### config.mk
export PLATFORM = sky130hd
export DESIGN_NAME = reg_bank_sb
export DESIGN_NICKNAME = d
export VERILOG_FILES = /design/src/rtl/reg_bank_sb.sv
export SDC_FILE = /design/constraint.sdc
export NUM_CORES = 1
export LEC_CHECK = 0
export ABC_CLOCK_PERIOD_IN_PS = 3200
export CORE_ASPECT_RATIO = 1.2
export CORE_MARGIN = 4
export CORE_UTILIZATION = 31
export CTS_BUF_LIST = sky130_fd_sc_hd__clkbuf_4 sky130_fd_sc_hd__clkbuf_8
export CTS_CLUSTER_DIAMETER = 40
export DETAILED_ROUTE_END_ITERATION = 8
export GPL_TIMING_DRIVEN = 0
export PLACE_DENSITY = 0.54
export SYNTH_ARGS = -nofsm -noshare
export SYNTH_HDL_FRONTEND = slang
export SYNTH_SLANG_ARGS = --single-unit
### constraint.sdc
create_clock -name clk -period 3.2 [get_ports clk]
set_input_delay 0.64 -clock clk [delete_from_list [all_inputs] [get_ports clk]]
set_output_delay 0.64 -clock clk [all_outputs]
set_load 0.005 [all_outputs]
### src/rtl/reg_bank_sb.sv
// reg_bank_sb: sixteen-entry register bank with a per-register busy scoreboard.
// Sits between decode and the ALU operand inputs. Writes are steered by a
// 1-to-16 demux, the two read ports are independent 16-to-1 muxes, and the
// read operands are registered with a write-first bypass so that a same-edge
// write is visible without a combinational path from w_data to rd_data_*.
// The scoreboard marks registers with an outstanding multi-cycle result and
// refuses a second reservation until the pending write lands.

module reg_bank_sb #(
  parameter int DATA_BITS = 8
) (
  input  logic                 clk,
  input  logic                 reset_n,
  input  logic                 rd_en,
  input  logic [3:0]           rd_addr_a,
  input  logic [3:0]           rd_addr_b,
  output logic [DATA_BITS-1:0] rd_data_a,
  output logic [DATA_BITS-1:0] rd_data_b,
  output logic                 rd_valid,
  output logic                 busy_a,
  output logic                 busy_b,
  input  logic                 reserve_en,
  input  logic [3:0]           reserve_addr,
  output logic                 reserve_ready,
  input  logic                 we,
  input  logic [3:0]           w_addr,
  input  logic [DATA_BITS-1:0] w_data,
  output logic [15:0]          busy_vec
);

  // Per-register scoreboard states (one flop per register).
  localparam logic [0:0] SB_IDLE = 1'b0;
  localparam logic [0:0] SB_BUSY = 1'b1;

  logic [DATA_BITS-1:0] regs [16];
  logic [15:0]          busy;
  logic [15:0]          busy_nxt;
  logic [15:0]          wr_sel;
  logic [15:0]          res_sel;
  logic [DATA_BITS-1:0] mux_a;
  logic [DATA_BITS-1:0] mux_b;
  logic                 hit_a;
  logic                 hit_b;
  logic                 hit_res;
  logic                 res_accept;

  // Address-match terms shared by the bypass, busy and handshake logic.
  assign hit_a   = we && (w_addr == rd_addr_a);
  assign hit_b   = we && (w_addr == rd_addr_b);
  assign hit_res = we && (w_addr == reserve_addr);

  // A same-cycle write retires the pending result, so it clears the hazard
  // and frees the register for a new reservation immediately.
  assign busy_a        = busy[rd_addr_a] & ~hit_a;
  assign busy_b        = busy[rd_addr_b] & ~hit_b;
  assign reserve_ready = ~busy[reserve_addr] | hit_res;
  assign res_accept    = reserve_en & reserve_ready;
  assign busy_vec      = busy;

  // Write demux: one-hot register select for the write port.
  always_comb begin
    wr_sel = '0;
    for (int i = 0; i < 16; i++) begin
      if (we && (w_addr == 4'(i))) wr_sel[i] = 1'b1;
    end
  end

  // Reservation demux: one-hot select, only when the handshake accepts.
  always_comb begin
    res_sel = '0;
    for (int i = 0; i < 16; i++) begin
      if (res_accept && (reserve_addr == 4'(i))) res_sel[i] = 1'b1;
    end
  end

  // Read mux for port a.
  always_comb begin
    mux_a = '0;
    for (int i = 0; i < 16; i++) begin
      if (rd_addr_a == 4'(i)) mux_a = regs[i];
    end
  end

  // Read mux for port b.
  always_comb begin
    mux_b = '0;
    for (int i = 0; i < 16; i++) begin
      if (rd_addr_b == 4'(i)) mux_b = regs[i];
    end
  end

  // Scoreboard next state; a reserve to the same register as a write wins.
  always_comb begin
    busy_nxt = busy;
    for (int i = 0; i < 16; i++) begin
      if (busy[i] == SB_IDLE) begin
        busy_nxt[i] = res_sel[i] ? SB_BUSY : SB_IDLE;
      end else begin
        busy_nxt[i] = (wr_sel[i] && !res_sel[i]) ? SB_IDLE : SB_BUSY;
      end
    end
  end

  // Scoreboard flops; reset discards any outstanding reservation.
  always_ff @(posedge clk or negedge reset_n) begin
    if (!reset_n) busy <= '0;
    else          busy <= busy_nxt;
  end

  // Register storage, written through the demux select.
  always_ff @(posedge clk or negedge reset_n) begin
    if (!reset_n) begin
      for (int i = 0; i < 16; i++) regs[i] <= '0;
    end else begin
      for (int i = 0; i < 16; i++) begin
        if (wr_sel[i]) regs[i] <= w_data;
      end
    end
  end

  // Registered read operands with write-first bypass; hold when rd_en is low.
  always_ff @(posedge clk or negedge reset_n) begin
    if (!reset_n) begin
      rd_data_a <= '0;
      rd_data_b <= '0;
      rd_valid  <= 1'b0;
    end else begin
      rd_valid <= rd_en;
      if (rd_en) begin
        rd_data_a <= hit_a ? w_data : mux_a;
        rd_data_b <= hit_b ? w_data : mux_b;
      end
    end
  end

endmodule

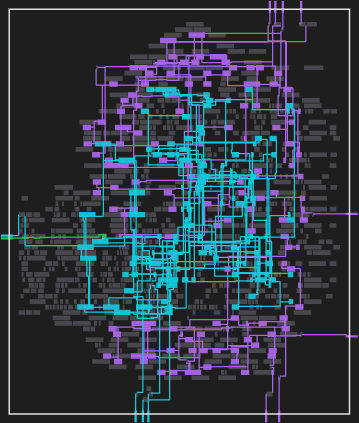
(images/io_fan.png)
Scale: 2 px per um.
[purple] w_data | bits: 8 | direction: input | end cells: 142 | buffers: 16 | wire: 2770 um
[cyan] rd_addr_a | bits: 4 | direction: input | end cells: 144 | buffers: 25 | wire: 4000 um
[green] busy_b | bits: 1 | direction: output | end cells: 1 | buffers: 1 | wire: 53.4 um
top-level I/O count: 65
IO Port Bufs: 46

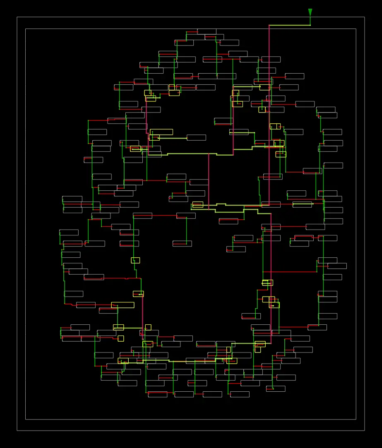
(images/clocks.png)
Worst Skew: 0.0269 ns
clock network power: 1.61 mW
Insertion Delay late pin: 0.51 ns
Layout clock buffers: 18
clock sinks: 161

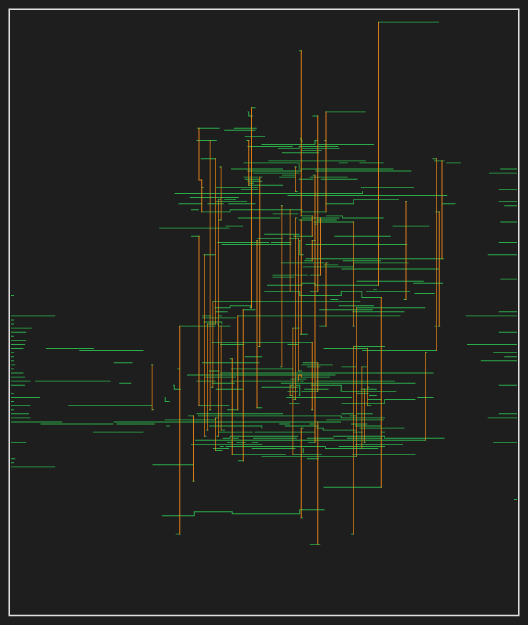
(images/wires.png)
Scale: 3 px per um. Only two layers are drawn.
[green] metal 3 | wire length: 3390 um
[orange] metal 4 | wire length: 2140 um
routed via count: 8674
final wirelength: 40.0 mm
DR WL/cell: 27.8 um
GRT Overall Usage: 23.3%

==> results.yml <==
# yosys + openroad results
power:
  power-top-group: "registers"
  sw_frac_of_total_pct: 34.4
  seq-power_mw: 2.94
  power.density_nw_per_um2: 565
die:
  initCoreUtil_pct: 31.6
  die_area_um2: 34100
  fp-row-count: 70
finish:
  seq_share_pct: 35.4
  buffers: 156
  fillerInstances: 3101
  antenna-diode-count: 0
  largest_cell_class: "logic gates"
  seq_cells: 161
  combGateArea_um2: 5200
  inv_count: 18
  final_cell_mix: "158 x dfrtp_1, 125 x mux2_2, 72 x nand2_1"
final_timing:
  setup_violations: 0
  rsz0062_at_grt: "false"
  fin_setup_tns_ns: 0
  fin_crit_sh_pct: 99.4
route:
  drt-initial-drc-count: 1044
critical_path:
  startpoint_type: "primary input"
  cp_common_cell: "buf_4"
  r2r_cells: 6
  cp.buffers_inverters: 4
  crit_type: "in2out"
  cp_num_cells: 7
  reg2reg_slack_ns: 1.05
cts:
  cts_hold_buf: 0
  cts-resized-gates: 38
  numCtsBuffers: 17
global_routing:
  use_met2_pct: 35.7
  grt.busiest_layer: "met2"
  grt_use_met3_pct: 4.66
synth:
  synth_cell_types: 68
  syn_avg_cell_area_um2: 10.3
  yosys-top-cells-area: "dfrtp_1 42%, mux2_2 15%, mux4_2 6.0%, mux2i_1 3.8%, o21ai_0 3.7%"
placement:
  placed_area_um2: 10700
  dp_cells: 1380
outcome:
  status: "completed"
Power is estimated from default activity; no workload was simulated.
